Design umi_arbiter_pkt_flat, sky130hd; sources not shown.
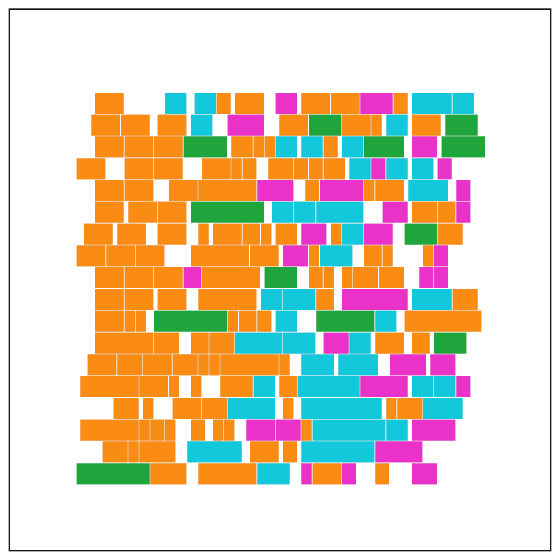
run_1/drive_strength.png
| size | color | cells | share |
|---|---|---|---|
| drive 3 to 4 | cyan | 40 | 19% |
| drive 6 and up | green | 12 | 5.7% |
| drive 1 or less | orange | 127 | 60% |
| drive 2 | magenta | 31 | 15% |
Area Overhead vs Synth: 65.2%
Design Area, Final: 2050 µm²
final worst setup slack: 0.347 ns
number of non-clock buffers in the layout: 66

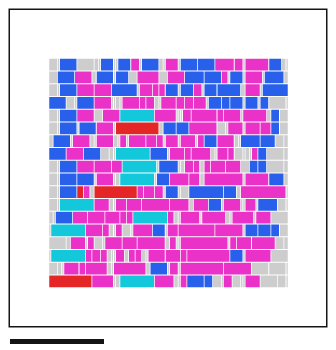
run_1/cell_classes.png
Bar = 20 µm. Fill, decap, tap and diode cells in gray.
| class | color | cells | share of their area |
|---|---|---|---|
| all other logic | magenta | 131 | 58% |
| clock drivers and dummy loads | red | 4 | 3.9% |
| flip-flops | cyan | 9 | 8.9% |
| other buffers and delay cells | blue | 66 | 29% |
Seq/total area: 0.0878
Row Count: 18
final design utilization: 0.821
Core Footprint: 2500 µm²

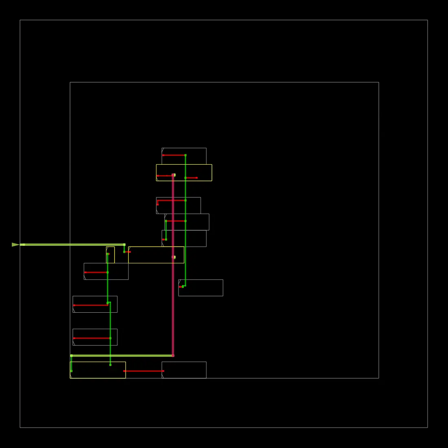
run_1/final_clocks.png
Worst Skew: 0.000773 ns
Num CTS Buffers: 3
clk_buf instances: 3
Clock Latency Late Sink: 0.24 ns

==> impl_metrics.env <==
# source this file to load flow results
export IMPL_diodes=0
export IMPL_vias_per_cell=6.12
export IMPL_slowest_stage="mux4_2"
export IMPL_crit_chain="buf_8 -> nor2b_4 -> mux4_2 -> o2bb2ai_4 -> o41a_4 -> buf_12 -> a21oi_2 -> o21ai_1 -> a22o_1 -> buf_2"
export IMPL_top_cells_by_area="mux2i_1, dfxtp_1, nand2_1"
export IMPL_synthCells=147
export IMPL_largest_area_cell="mux2i_1"
export IMPL_synthAdderAreaFrac=0.0403
export IMPL_taps=30
export IMPL_finalCritPeriodShare=0.912
export IMPL_chipArea_um2=4540
export IMPL_clock_area_frac=0.0384
export IMPL_tritoncts="done"
export IMPL_setup_viol=0
export IMPL_worst_ep_arrival_time_ns=2.81
export IMPL_ctsResizeCount=81
export IMPL_synth_cellmix_compoundShare=0.262
export IMPL_grt_overflow_total=0
export IMPL_root_buffer="clkbuf_16"
export IMPL_seq_area_frac_synth=0.145
export IMPL_comb_area_frac=0.551
export IMPL_ir_drop_mv=0.360
export IMPL_postCtsSetupBuffers=17
export IMPL_syn_area_um2=1240
export IMPL_fin_crit_ns=3.60
export IMPL_dp_slack_ns=-0.679
export IMPL_path_clk_slew_ns=0.04
export IMPL_layout_cells_non_filler=240
export IMPL_status="complete, no violations"
export IMPL_finalSetupTns_ns=0
export IMPL_die_w_um=67.4
export IMPL_placed_cells=215
